[src/rtl/pending_arbiter_pkg.sv]
// rtl/pending_arbiter_pkg.sv - shared types for the pending-request arbiter
package pending_arbiter_pkg;

  typedef enum logic {
    IDLE  = 1'b0,
    OFFER = 1'b1
  } state_e;

endpackage

[src/rtl/prioritydecoder.sv]
// rtl/prioritydecoder.sv - combinational highest-set-index decoder
module prioritydecoder #(
  parameter int WIDTH = 4
) (
  input  logic [WIDTH-1:0]         in_i,
  output logic [$clog2(WIDTH)-1:0] idx_o,
  output logic                     valid_o
);

  // Ascending scan: the last set bit seen is the highest, so it wins.
  always_comb begin
    idx_o   = '0;
    valid_o = 1'b0;
    for (int i = 0; i < WIDTH; i++) begin
      if (in_i[i]) begin
        idx_o   = ($clog2(WIDTH))'(i);
        valid_o = 1'b1;
      end
    end
  end

endmodule

[src/rtl/pending_arbiter.sv]
// rtl/pending_arbiter.sv - latches request pulses and offers the highest eligible line
module pending_arbiter
  import pending_arbiter_pkg::*;
#(
  parameter int WIDTH = 4,
  localparam int IDXW = $clog2(WIDTH)
) (
  input  logic             clk,
  input  logic             rst_n,
  input  logic [WIDTH-1:0] req_i,
  input  logic [WIDTH-1:0] mask_i,
  output logic [IDXW-1:0]  out_idx,
  output logic             out_valid,
  input  logic             out_ready,
  output logic [WIDTH-1:0] pending_o,
  output logic             dropped_o,
  input  logic             clr_dropped_i
);

  state_e           state_q, state_d;
  logic [IDXW-1:0]  out_idx_q, out_idx_d;
  logic [WIDTH-1:0] pending_q, pending_d;
  logic             dropped_q, dropped_d;

  logic [IDXW-1:0]  dec_idx;
  logic             dec_valid;
  logic             ack;
  logic [WIDTH-1:0] clr_vec;

  prioritydecoder #(.WIDTH(WIDTH)) u_dec (
    .in_i    (pending_q & mask_i),
    .idx_o   (dec_idx),
    .valid_o (dec_valid)
  );

  // A new request on the acknowledged line re-arms it and is not a drop.
  always_comb begin
    ack     = (state_q == OFFER) && out_ready;
    clr_vec = '0;
    if (ack) begin
      clr_vec[out_idx_q] = 1'b1;
    end
    pending_d = (pending_q & ~clr_vec) | req_i;
    dropped_d = (|(req_i & pending_q & ~clr_vec)) | (dropped_q & ~clr_dropped_i);
  end

  always_comb begin
    state_d   = state_q;
    out_idx_d = out_idx_q;
    case (state_q)
      IDLE: begin
        if (dec_valid) begin
          out_idx_d = dec_idx;
          state_d   = OFFER;
        end
      end
      OFFER: begin
        if (out_ready) begin
          state_d = IDLE;
        end
      end
    endcase
  end

  always_ff @(posedge clk) begin
    if (!rst_n) begin
      state_q   <= IDLE;
      out_idx_q <= '0;
      pending_q <= '0;
      dropped_q <= 1'b0;
    end else begin
      state_q   <= state_d;
      out_idx_q <= out_idx_d;
      pending_q <= pending_d;
      dropped_q <= dropped_d;
    end
  end

  assign out_idx   = out_idx_q;
  assign out_valid = (state_q == OFFER);
  assign pending_o = pending_q;
  assign dropped_o = dropped_q;

endmodule

[config.mk]
export PLATFORM = sky130hd
export DESIGN_NAME = pending_arbiter
export DESIGN_NICKNAME = d
export VERILOG_FILES = /design/src/rtl/pending_arbiter_pkg.sv /design/src/rtl/prioritydecoder.sv /design/src/rtl/pending_arbiter.sv
export SDC_FILE = /design/constraint.sdc
export NUM_CORES = 1
export LEC_CHECK = 0
export CORE_AREA = 2 2 39 41
export DETAILED_ROUTE_END_ITERATION = 6
export DIE_AREA = 0 0 41 43
export PLACE_DENSITY = 0.63
export SLEW_MARGIN = 20
export SYNTH_ARGS = -nofsm -noshare
export SYNTH_HDL_FRONTEND = slang
export SYNTH_HIERARCHICAL = 1
export SYNTH_SLANG_ARGS = --single-unit
[constraint.sdc]
create_clock -name clk -period 1.5 [get_ports clk]
set_clock_uncertainty 0.1 [all_clocks]
set_input_delay 0.3 -clock clk [delete_from_list [all_inputs] [get_ports clk]]
set_output_delay 0.3 -clock clk [all_outputs]
set_load 0.02 [all_outputs]
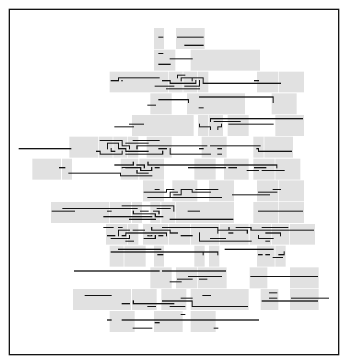
Figure 1: M1 wires.
(8 px per µm)
The layer holds 44% of the routed length. 74 nets have wire on it.
met1 usage: 17.3%
Total Wirelength: 1080 µm
via count: 432

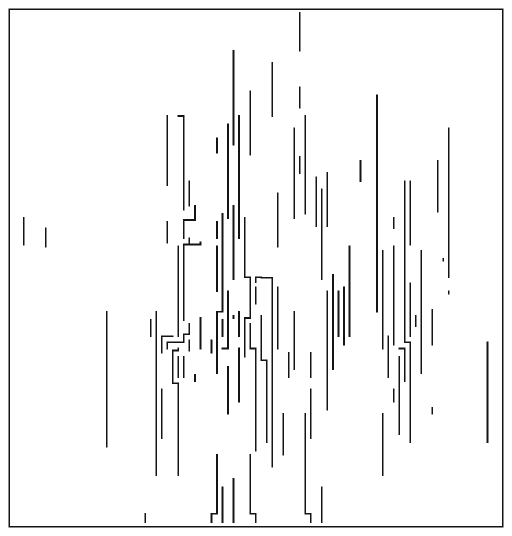
Figure 2: the metal 2 layer.
(12 px per µm)
70 nets have wire on it. The wires run mostly vertical. The layer carries 486 µm of wire. The layer holds 45% of the routed length. The longest straight run is 18.0 µm.

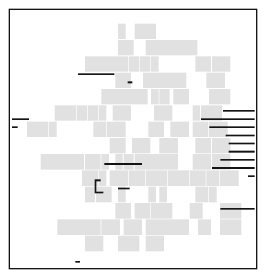
Figure 3: met3 routing.
(6 px per µm)
The layer carries 72.7 µm of wire. The longest straight run is 8.60 µm. 16 nets have wire on it. The wires run mostly horizontal. The layer holds 6.7% of the routed length.
met3 GRT Util: 1.57%

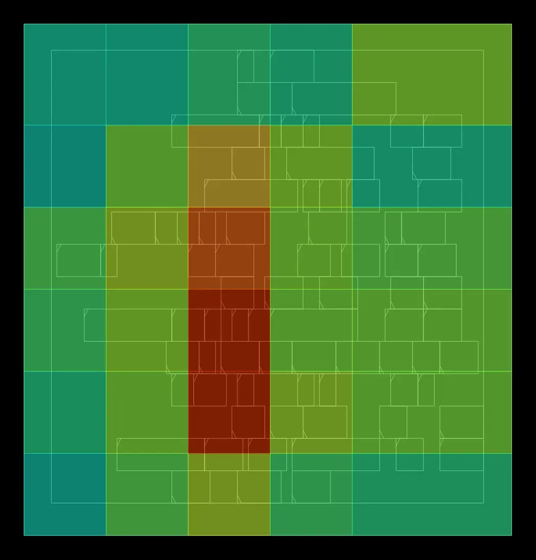
Figure 4: routing congestion.
overall routing resource usage: 14.5%
Final Core Density: 49.2%
Routed WL per cell: 11.6 µm
busiest grt layer: met2
met2 GRT Util: 20.0%

==> impl_metrics.json <==
{
  "clock_latency_ns": 0.25,
  "seqCellArea_um2": 165,
  "syn_avg_cell_area_um2": 8.45,
  "status": "complete, but fails checks",
  "r2r_cells": 6,
  "cts_sinks": 8,
  "clock_path_buffers": 2,
  "num_antenna_cells": 0,
  "lay_top_cells": "dlygate4sd2_1, buf_4, clkdlybuf4s50_1, nor2_1, dfxtp_1",
  "critPathArrivalTime_ns": 1.71,
  "crit_start": "pending_o[2]$_SDFF_PN0_",
  "bufAreaShareNonClock_pct": 37.1,
  "cp-end-kind": "register",
  "dr.max_layer_used": "met4",
  "portBuffers": 19,
  "worst-path-buf-inv": 0,
  "worstPathRequired_ns": 1.54,
  "fin_crit_ns": 1.67,
  "drc": 0,
  "comb_share_pct": 29.0,
  "gr-total-overflow": 0,
  "largest_reg_flops": 4,
  "violations": "setup timing",
  "numCtsBuffers": 3,
  "synthArstFlopShare_pct": 0,
  "xor_area_share_pct": 0,
  "max_stage_delay_ns": 0.34,
  "seq_power_uw": 241,
  "setup_violations": 3,
  "io_pins": 20,
  "taps": 16,
  "h-tree-depth": 1,
  "cts-root-buf": "clkbuf_4",
  "p_leak_nw": 0.330,
  "fa_ha_area_share_pct": 0,
  "finalHoldViolations": 0,
  "reg2reg_slack_ns": -0.17,
  "post_cts_resize_count": 11,
  "area.growth.synth_to_final_pct": 83.2,
  "clkbuf_count": 4,
  "antenna_left": 0,
  "crit_path_end": "out_idx[1]$_SDFFE_PN0P_",
  "ys_seq_share_pct": 43.1,
  "placed_cells": 87,
  "warnings": 29,
  "final_cells": 93,
  "power_top_consumer": "sequential cells",
  "hold_end": "pending_o[0]$_SDFF_PN0_",
  "powerClk_uw": 179,
  "hold_slack_ns": 0.413,
  "dr_wl_met3_um": 72,
  "via_per_inst": 4.65,
  "setup_slack_ns": -0.167,
  "wl_met2_um": 485,
  "cap_violations": 0,
  "core_mm2": 0.00138,
  "p_comb_share_pct": 28.6,
  "first_iter_violations": 10,
  "num_rows": 14,
  "tritoncts": "done",
  "synth_top_cell_by_count": "dfxtp_1",
  "critical-path-top-delay-family": "simple AND/OR/NAND/NOR gates",
  "top_cells_by_count": "dfxtp_1, nor2_1, a21oi_1, inv_1, and2_1",
  "slew_viol_final": 0,
  "p_per_area_mw_per_mm2": 865,
  "hold_path.class": "reg -> reg",
  "die-area_mm2": 0.00176,
  "antenna_found_initial": 0,
  "seq_power_share_pct": 41.0,
  "edf_count": 0,
  "die_w_um": 41,
  "ys_sh_mux_pct": 5.39,
  "sequential_cell_total": 8,
  "wl_met1_um": 471,
  "cp.depth": 6,
  "dieHeight_um": 43,
  "clk_pin_slew_worst_paths_ns": 0.06,
  "first_global_vias": 422,
  "n_all_buffers": 29,
  "sh_seq_area_pct": 24.3,
  "synthCells": 44
}
